File: src/rtl/fix_length_packets2bytes_tx.sv
// Serializes fixed-length Avalon-ST symbol packets into a one-byte-per-beat stream, MSB byte first.
// Checks SOP/EOP framing, pulses err_framing per offending accept, and keeps a saturating error count.
module fix_length_packets2bytes_tx #(
   parameter int SYMBOL_PER_PACKET = 4,
   parameter int BYTES_PER_SYMBOL  = 4,
   parameter int BITS_PER_BYTES    = 8,
   parameter int ERR_CNT_WIDTH     = 4
) (
   input  logic                                       clock_clk,
   input  logic                                       reset_reset,
   input  logic [BYTES_PER_SYMBOL*BITS_PER_BYTES-1:0] asi_in0_data,
   input  logic                                       asi_in0_valid,
   output logic                                       asi_in0_ready,
   input  logic                                       asi_in0_startofpacket,
   input  logic                                       asi_in0_endofpacket,
   output logic [BITS_PER_BYTES-1:0]                  aso_out0_data,
   output logic                                       aso_out0_valid,
   input  logic                                       aso_out0_ready,
   output logic                                       err_framing,
   output logic [ERR_CNT_WIDTH-1:0]                   err_count
);

   localparam int SYM_W  = BYTES_PER_SYMBOL * BITS_PER_BYTES;
   localparam int BIDX_W = $clog2(BYTES_PER_SYMBOL);
   localparam int SIDX_W = $clog2(SYMBOL_PER_PACKET);
   localparam logic [BIDX_W-1:0]        LAST_BYTE = BIDX_W'(BYTES_PER_SYMBOL - 1);
   localparam logic [SIDX_W-1:0]        LAST_SYM  = SIDX_W'(SYMBOL_PER_PACKET - 1);
   localparam logic [SIDX_W-1:0]        FIRST_SYM = SIDX_W'(1);
   localparam logic [ERR_CNT_WIDTH-1:0] CNT_MAX   = '1;

   typedef enum logic {S_IDLE = 1'b0, S_IN_PKT = 1'b1} state_t;

   state_t                    r_state, w_state_nxt;
   logic [SIDX_W-1:0]         r_sym_idx, w_sym_idx_nxt;
   logic                      w_ser, w_err;
   logic [SYM_W-1:0]          r_hold;
   logic [BIDX_W-1:0]         r_byte_idx;
   logic [BITS_PER_BYTES-1:0] r_out_data;
   logic                      r_out_valid;
   logic                      r_err;
   logic [ERR_CNT_WIDTH-1:0]  r_err_cnt;
   logic                      w_accept, w_xfer;

   function automatic logic [BITS_PER_BYTES-1:0] pick_byte(input logic [SYM_W-1:0] sym,
                                                           input logic [BIDX_W-1:0] k);
      return sym[(BYTES_PER_SYMBOL - int'(k))*BITS_PER_BYTES-1 -: BITS_PER_BYTES];
   endfunction

   function automatic logic [ERR_CNT_WIDTH-1:0] sat_inc(input logic [ERR_CNT_WIDTH-1:0] cnt);
      return (cnt == CNT_MAX) ? cnt : cnt + 1'b1;
   endfunction

   // The output register doubles as the "holding" flag: a new symbol may enter while the last byte leaves.
   assign asi_in0_ready = !reset_reset &&
                          (!r_out_valid || (aso_out0_ready && (r_byte_idx == LAST_BYTE)));
   assign w_accept      = asi_in0_valid && asi_in0_ready;
   assign w_xfer        = r_out_valid && aso_out0_ready;

   always_ff @(posedge clock_clk) begin
      if (reset_reset) begin
         r_state   <= S_IDLE;
         r_sym_idx <= '0;
      end else begin
         r_state   <= w_state_nxt;
         r_sym_idx <= w_sym_idx_nxt;
      end
   end

   always_comb begin
      w_state_nxt   = r_state;
      w_sym_idx_nxt = r_sym_idx;
      w_ser         = 1'b0;
      w_err         = 1'b0;
      if (w_accept) begin
         case (r_state)
            S_IDLE: begin
               if (!asi_in0_startofpacket) begin
                  w_err = 1'b1;
               end else begin
                  w_ser = 1'b1;
                  if (asi_in0_endofpacket) begin
                     w_err = 1'b1;
                  end else begin
                     w_state_nxt   = S_IN_PKT;
                     w_sym_idx_nxt = FIRST_SYM;
                  end
               end
            end
            S_IN_PKT: begin
               w_ser = 1'b1;
               if (asi_in0_startofpacket) begin
                  w_err         = 1'b1;
                  w_sym_idx_nxt = FIRST_SYM;
               end else if (r_sym_idx == LAST_SYM) begin
                  w_err         = !asi_in0_endofpacket;
                  w_state_nxt   = S_IDLE;
                  w_sym_idx_nxt = '0;
               end else if (asi_in0_endofpacket) begin
                  w_err         = 1'b1;
                  w_state_nxt   = S_IDLE;
                  w_sym_idx_nxt = '0;
               end else begin
                  w_sym_idx_nxt = r_sym_idx + 1'b1;
               end
            end
            default: begin
               w_state_nxt   = S_IDLE;
               w_sym_idx_nxt = '0;
            end
         endcase
      end
   end

   always_ff @(posedge clock_clk) begin
      if (w_accept && w_ser) begin
         r_hold <= asi_in0_data;
      end
   end

   always_ff @(posedge clock_clk) begin
      if (reset_reset) begin
         r_out_valid <= 1'b0;
         r_out_data  <= '0;
         r_byte_idx  <= '0;
      end else if (w_accept && w_ser) begin
         r_out_valid <= 1'b1;
         r_out_data  <= pick_byte(asi_in0_data, '0);
         r_byte_idx  <= '0;
      end else if (w_xfer) begin
         if (r_byte_idx == LAST_BYTE) begin
            r_out_valid <= 1'b0;
         end else begin
            r_byte_idx <= r_byte_idx + 1'b1;
            r_out_data <= pick_byte(r_hold, r_byte_idx + 1'b1);
         end
      end
   end

   always_ff @(posedge clock_clk) begin
      if (reset_reset) begin
         r_err     <= 1'b0;
         r_err_cnt <= '0;
      end else begin
         r_err <= w_accept && w_err;
         if (w_accept && w_err) begin
            r_err_cnt <= sat_inc(r_err_cnt);
         end
      end
   end

   assign aso_out0_data  = r_out_data;
   assign aso_out0_valid = r_out_valid;
   assign err_framing    = r_err;
   assign err_count      = r_err_cnt;

endmodule

File: config.mk
export PLATFORM = sky130hd
export DESIGN_NAME = fix_length_packets2bytes_tx
export DESIGN_NICKNAME = d
export VERILOG_FILES = /design/src/rtl/fix_length_packets2bytes_tx.sv
export SDC_FILE = /design/constraint.sdc
export NUM_CORES = 1
export LEC_CHECK = 0
export CAP_MARGIN = 20
export CORE_ASPECT_RATIO = 1.75
export CORE_UTILIZATION = 45
export DETAILED_ROUTE_END_ITERATION = 8
export PLACE_DENSITY = 0.8
export SYNTH_ARGS = -nofsm -noshare
export SYNTH_HDL_FRONTEND = slang
export SYNTH_SLANG_ARGS = --single-unit
File: constraint.sdc
create_clock -name clock_clk -period 1.9 [get_ports clock_clk]
set_input_delay 0.285 -clock clock_clk [delete_from_list [all_inputs] [get_ports clock_clk]]
set_output_delay 0.285 -clock clock_clk [all_outputs]
set_load 0.005 [all_outputs]
Run 1, met2 routing:
Scale: 4 px per um.
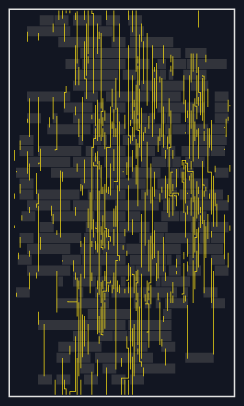
main direction = vertical
longest straight run = 27.2 um
share of all routed wire = 53%
Total Wirelength: 4175 um
met2 global-route usage: 29.66%
via count of the routed design: 1,611

Run 1, sequential cells coloured by netlist name:
Scale: 6 px per um. Other sequential cells in the stronger grey, the rest of the logic in the fainter grey.
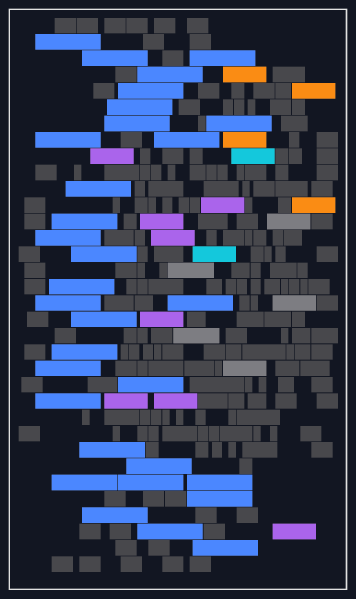
orange -> `err_count`  # flops 4, where top right
blue -> `r_hold`  # flops 31
purple -> `aso_out0_data`  # flops 8
cyan -> `r_sym_idx`  # flops 2
sequential standard cell area: 1314 um^2
P_seq: 1.22 mW
final core utilization: 60.70%

Run 1, gate families picked out:
Scale: 6 px per um.
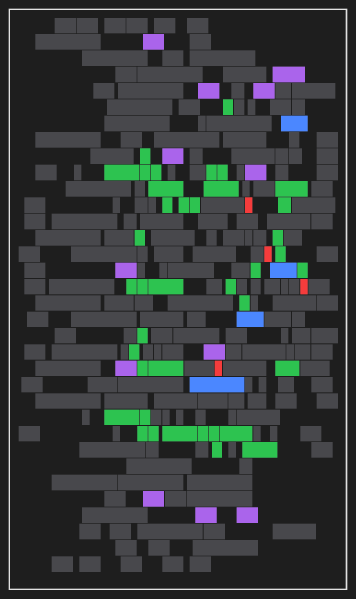
purple -> mux cells  # cells 12
blue -> fa/ha/maj cells  # cells 4, where right middle
green -> aoi and oai cells  # cells 39
red -> inv cells  # cells 4, where right middle

==> run summary, run 1 <==
run metrics: number of cells in the yosys synthesis report=187, yosys warning tally=0, uppermost signal routing layer after detailed routing=met4, DIE WIDTH=55.97 um, crit path cell chain=ha_1 > inv_1 > ha_1 > o21ai_0 > o21ai_1 > nand3_2 > mux2_4, global route overflow=0, root buffer cell=sky130_fd_sc_hd__clkbuf_8, end of the critical path=err_count[1], Clock buffer cells=6, RSZ-0062 raised after global routing=false, Post-DP Area=2879 um^2, initial antenna violation count=0, Max clock buf depth=2, layer with the highest usage after global routing=met2, final non-filler cell total=298, basic-gate share of the synthesized area counting and, or, nand and nor cells=15.28%, top power group=registers, count of cell types in the netlist=38, register area share after synthesis=57.17%, clock network power=0.648 mW, Min-Delay Endpoint=r_sym_idx[1], Hold Path Cell Cnt=2, number of antenna-violating nets in the routed design=0, met3 Resource Use GR=3.329%, most frequent logic cells in the routed design=sky130_fd_sc_hd__clkdlybuf4s50_1 (51), sky130_fd_sc_hd__edfxtp_1 (31), sky130_fd_sc_hd__dfxtp_1 (17), sky130_fd_sc_hd__nor2_1 (14), sky130_fd_sc_hd__nand2_1 (13), ys flop type=sky130_fd_sc_hd__edfxtp_1, total area of multi-input combinational cells=884.6 um^2, Crit. Startpoint=r_sym_idx[0], count of library flops with an enable pin=31, n_taps=54, Synth flops=50, Post-Syn Area=2293 um^2, CP Capture Type=flip-flop, worst reg2reg startpoint=r_sym_idx[0], number of buffers created by CTS=5, top area contributor share=40.59%, Final Setup Violations=0, number of flip-flops in the largest register=31, share of cells above drive strength 1=16.39%, remaining max-slew budget at the tightest pin=79.09%, die outline height=96.44 um, number of non-clock inverters=4, Largest stage delay, worst path=380 ps, sum of routed wire segments on met1=1775 um, register with the most flip-flops=r_hold, die area=5397 um^2, switch share=22.50%, outcome=finished clean, depth of the most critical reg-to-reg path=7, Worst Setup Path Type=reg -> reg, Finished Cell Area=2995 um^2, clock latency reported for the late side of the worst-skew pair=300 ps, 1st-pass router iterations=4, placeable core region=4935 um^2, minimum period implied by the final worst setup slack=1726 ps, CTS H-tree depth=2, number of buffers added to fix hold violations after cts=0, slowest cell on the critical path=sky130_fd_sc_hd__dfxtp_1, Max Fanout on Critical Path=4, clock edge transition at the registers on the reported setup and hold paths=90 ps, DRC=0, Clk network pwr share=30.1%, Async S/R FF share, synth=0%, Hold Startpoint=r_sym_idx[1], final hold viol count=0, Levels on crit path=7, power drawn by the combinational cells=0.280 mW, cycle use final=90.85%, final max-slew violation count=0, fraction of area in clock buffers and inverters=3.300%, commonest cells in the netlist=sky130_fd_sc_hd__edfxtp_1 (31), sky130_fd_sc_hd__dfxtp_1 (19), sky130_fd_sc_hd__nor2_1 (14), met1 usage=20.38%, Synth Area per Inst=12.26 um^2, vias per cell=5.406, Fin Setup TNS=0 ps, fmax=579.4 MHz
## Run 2: what changed since run 1
--- a/config.mk
+++ b/config.mk
@@ -8,6 +8,7 @@
 export CAP_MARGIN = 20
 export CORE_ASPECT_RATIO = 1.75
 export CORE_UTILIZATION = 45
+export CTS_CLUSTER_DIAMETER = 200
 export DETAILED_ROUTE_END_ITERATION = 8
 export PLACE_DENSITY = 0.8
 export SYNTH_ARGS = -nofsm -noshare
Run 2, wires at chosen ports, followed through buffers:
Scale: 6 px per um.
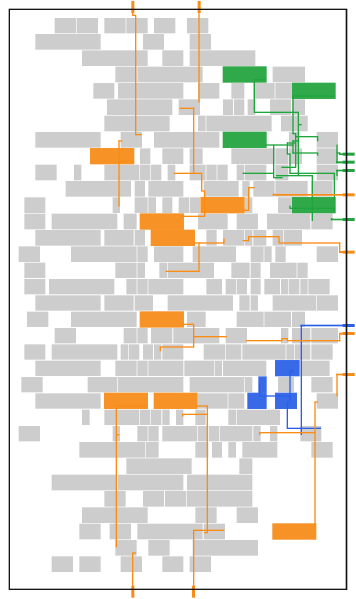
green -> `err_count`  # bits 4, direction output, edge right, end cells 4, buffers 4, wire 125 um
orange -> `aso_out0_data`  # bits 8, direction output, edge 4 right, 2 bottom, 2 top, end cells 8, buffers 8, wire 282 um
blue -> `aso_out0_ready`  # bits 1, direction input, edge right, end cells 4, buffers 1, wire 48.7 um

==> run summary, run 2 <==
run metrics: startpoint types=flip-flop, final core utilization=60.70% (unchanged), global route overflow=0 (unchanged), Min-Delay Endpoint=r_sym_idx[1], clock latency reported for the late side of the worst-skew pair=300 ps (about the same), clock edge transition at the registers on the reported setup and hold paths=90 ps (about the same), number of buffers created by CTS=5 (unchanged), P_seq=1.22 mW (about the same), number of buffers added to fix hold violations after cts=0 (unchanged), Static Leakage=1.072 nW, Finished Cell Area=2995 um^2 (unchanged), Hold Startpoint=r_sym_idx[1], share of cells above drive strength 1=16.39% (unchanged), outcome=finished clean, sequential standard cell area=1314 um^2 (unchanged), end of the critical path=err_count[1], most frequent logic cells in the routed design=sky130_fd_sc_hd__clkdlybuf4s50_1 (51), sky130_fd_sc_hd__edfxtp_1 (31), sky130_fd_sc_hd__dfxtp_1 (17), sky130_fd_sc_hd__nor2_1 (14), sky130_fd_sc_hd__nand2_1 (13), uppermost signal routing layer after detailed routing=met4, RSZ-0062 raised after global routing=false, n_taps=54 (unchanged), postcts setup bufs=0, count of cell types in the netlist=38 (unchanged), yosys warning tally=0 (unchanged), Worst Setup Path Type=reg -> reg, global-route wire length before repair=7058 um, Post-DP Area=2879 um^2 (unchanged), DRC=0 (unchanged), Async S/R FF share, synth=0% (unchanged), final max-slew violation count=0 (unchanged), Post-Syn Area=2293 um^2 (unchanged), Final Total Pwr=2.151 mW, Largest stage delay, worst path=380 ps (about the same), cycle use final=90.85% (unchanged), count of library flops with an enable pin=31 (unchanged), met2 global-route usage=29.66% (unchanged), NetSw=0.4838 mW, Clk network pwr share=30.1% (about the same), number of cells in the yosys synthesis report=187 (unchanged), Max clock buf depth=2 (unchanged), met3 Resource Use GR=3.329% (unchanged), initial antenna violation count=0 (unchanged), final non-filler cell total=298 (unchanged), pre-placement core utilization=46.48%, Hold Path Cell Cnt=2 (unchanged), Levels on crit path=7 (unchanged), sum of routed wire segments on met1=1775 um (unchanged), remaining max-slew budget at the tightest pin=79.09% (unchanged), DIE WIDTH=55.97 um (unchanged), Synth Area per Inst=12.26 um^2 (unchanged), Max Fanout on Critical Path=4 (unchanged), commonest cells in the netlist=sky130_fd_sc_hd__edfxtp_1 (31), sky130_fd_sc_hd__dfxtp_1 (19), sky130_fd_sc_hd__nor2_1 (14), 1st-pass router iterations=4 (unchanged), CTS H-tree depth=2 (unchanged), total area of multi-input combinational cells=884.6 um^2 (unchanged), via count of the routed design=1,611 (unchanged), register with the most flip-flops=r_hold, switch share=22.50% (unchanged), power drawn by the combinational cells=0.280 mW (about the same), number of non-clock inverters=4 (unchanged), basic-gate share of the synthesized area counting and, or, nand and nor cells=15.28% (unchanged), top power group=registers, fraction of area in clock buffers and inverters=3.300% (unchanged), leading cell category by total area=registers, Clock buffer cells=6 (unchanged), Synth flops=50 (unchanged), Crit. Startpoint=r_sym_idx[0], sum of net half-perimeters after detailed placement=2978 um, placeable core region=4935 um^2 (unchanged), Final Setup Violations=0 (unchanged), CP Capture Type=flip-flop, final hold viol count=0 (unchanged), minimum period implied by the final worst setup slack=1726 ps (unchanged), crit path cell chain=ha_1 > inv_1 > ha_1 > o21ai_0 > o21ai_1 > nand3_2 > mux2_4, top area contributor share=40.59% (unchanged), final net count=285, clock network power=0.648 mW (about the same), die area=5397 um^2 (unchanged), cell family with most CP delay=adder cells, vias per cell=5.406 (unchanged), Fin Setup TNS=0 ps (unchanged), met1 usage=20.38% (unchanged), fmax=579.4 MHz (unchanged), ys flop type=sky130_fd_sc_hd__edfxtp_1, number of antenna-violating nets in the routed design=0 (unchanged), register area share after synthesis=57.17% (unchanged), most common cell type on the critical path=sky130_fd_sc_hd__ha_1, depth of the most critical reg-to-reg path=7 (unchanged), die outline height=96.44 um (unchanged), layer with the highest usage after global routing=met2, slowest cell on the critical path=sky130_fd_sc_hd__dfxtp_1, Total Wirelength=4175 um (unchanged), number of filler cells placed in the layout=409, worst reg2reg startpoint=r_sym_idx[0], number of flip-flops in the largest register=31 (unchanged), root buffer cell=sky130_fd_sc_hd__clkbuf_8, part of the power in combinational logic=13.0%
## Run 3: what changed since run 2
--- a/config.mk
+++ b/config.mk
@@ -8,6 +8,7 @@
 export CAP_MARGIN = 20
 export CORE_ASPECT_RATIO = 1.75
 export CORE_UTILIZATION = 45
+export CTS_BUF_LIST = sky130_fd_sc_hd__clkbuf_8 sky130_fd_sc_hd__clkbuf_16
 export CTS_CLUSTER_DIAMETER = 200
 export DETAILED_ROUTE_END_ITERATION = 8
 export PLACE_DENSITY = 0.8
Run 3, met2 routing:
Scale: 4 px per um.
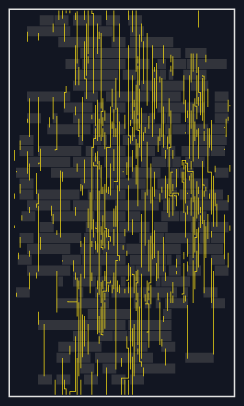
longest straight run = 27.2 um
wire length on this layer = 2,210 um
main direction = vertical

==> run summary, run 3 <==
run metrics: outcome=finished clean, most frequent logic cells in the routed design=sky130_fd_sc_hd__clkdlybuf4s50_1 (51), sky130_fd_sc_hd__edfxtp_1 (31), sky130_fd_sc_hd__dfxtp_1 (17), sky130_fd_sc_hd__nor2_1 (14), sky130_fd_sc_hd__nand2_1 (13), final core utilization=60.70% (unchanged), post-synth area from yosys stat=2293 um^2, depth of the most critical reg-to-reg path=7 (unchanged), total area of multi-input combinational cells=884.6 um^2 (unchanged), top area contributor share=40.59% (unchanged), global route overflow=0 (unchanged), CTS H-tree depth=2 (unchanged), power drawn by the combinational cells=0.280 mW (about the same), clock latency reported for the late side of the worst-skew pair=300 ps (about the same), placeable core region=4935 um^2 (unchanged), Min-Delay Endpoint=r_sym_idx[1], Levels on crit path=7 (unchanged), met3 Resource Use GR=3.329% (unchanged), number of buffers added to fix hold violations after cts=0 (unchanged), crit path cell chain=ha_1 > inv_1 > ha_1 > o21ai_0 > o21ai_1 > nand3_2 > mux2_4, Static Leakage=1.072 nW (unchanged), yosys warning tally=0 (unchanged), number of cells in the yosys synthesis report=187 (unchanged), cell family with most CP delay=adder cells, cycle use final=90.85% (unchanged), Worst Setup Path Type=reg -> reg, n_taps=54 (unchanged), Post-Syn Area=2293 um^2 (unchanged), leading cell category by total area=registers, number of flip-flops in the largest register=31 (unchanged), PnR worst setup slack=173.9 ps, part of the power in combinational logic=13.0% (about the same), final non-filler cell total=298 (unchanged), sequential standard cell area=1314 um^2 (unchanged), top power group=registers, 1st-pass router iterations=4 (unchanged), pre-placement core utilization=46.48% (unchanged), number of non-clock inverters=4 (unchanged), fmax=579.4 MHz (unchanged), Synth flops=50 (unchanged), Largest stage delay, worst path=380 ps (about the same), fraction of area in clock buffers and inverters=3.300% (unchanged), final max-slew violation count=0 (unchanged), Hold Startpoint=r_sym_idx[1], Final Setup Violations=0 (unchanged), worst reg2reg startpoint=r_sym_idx[0], Crit. Startpoint=r_sym_idx[0], basic-gate share of the synthesized area counting and, or, nand and nor cells=15.28% (unchanged), Total Wirelength=4175 um (unchanged), met1 usage=20.38% (unchanged), via count of the routed design=1,611 (unchanged), Synth Area per Inst=12.26 um^2 (unchanged), register area share after synthesis=57.17% (unchanged), count of cell types in the netlist=38 (unchanged), layer with the highest usage after global routing=met2, clock network power=0.648 mW (about the same), die outline height=96.44 um (unchanged), root buffer cell=sky130_fd_sc_hd__clkbuf_8, ys flop type=sky130_fd_sc_hd__edfxtp_1, remaining max-slew budget at the tightest pin=79.09% (unchanged), number of filler cells placed in the layout=409 (unchanged), end of the critical path=err_count[1], slowest cell on the critical path=sky130_fd_sc_hd__dfxtp_1, Final Total Pwr=2.151 mW (unchanged), Async S/R FF share, synth=0% (unchanged), switch share=22.50% (unchanged), postcts setup bufs=0 (unchanged), met2 global-route usage=29.66% (unchanged), Max clock buf depth=2 (unchanged), final net count=285 (unchanged), minimum period implied by the final worst setup slack=1726 ps (unchanged), die area=5397 um^2 (unchanged), DIE WIDTH=55.97 um (unchanged), Finished Cell Area=2995 um^2 (unchanged), Hold Path Cell Cnt=2 (unchanged), DRC=0 (unchanged), register with the most flip-flops=r_hold, sum of net half-perimeters after detailed placement=2978 um (unchanged), count of library flops with an enable pin=31 (unchanged), Fin Setup TNS=0 ps (unchanged), Clk network pwr share=30.1% (about the same), Max Fanout on Critical Path=4 (unchanged), global-route wire length before repair=7058 um (unchanged), NetSw=0.4838 mW (unchanged), share of cells above drive strength 1=16.39% (unchanged), RSZ-0062 raised after global routing=false, uppermost signal routing layer after detailed routing=met4, Post-DP Area=2879 um^2 (unchanged), final hold viol count=0 (unchanged), vias per cell=5.406 (unchanged)
Power and IR drop assume default switching activity.
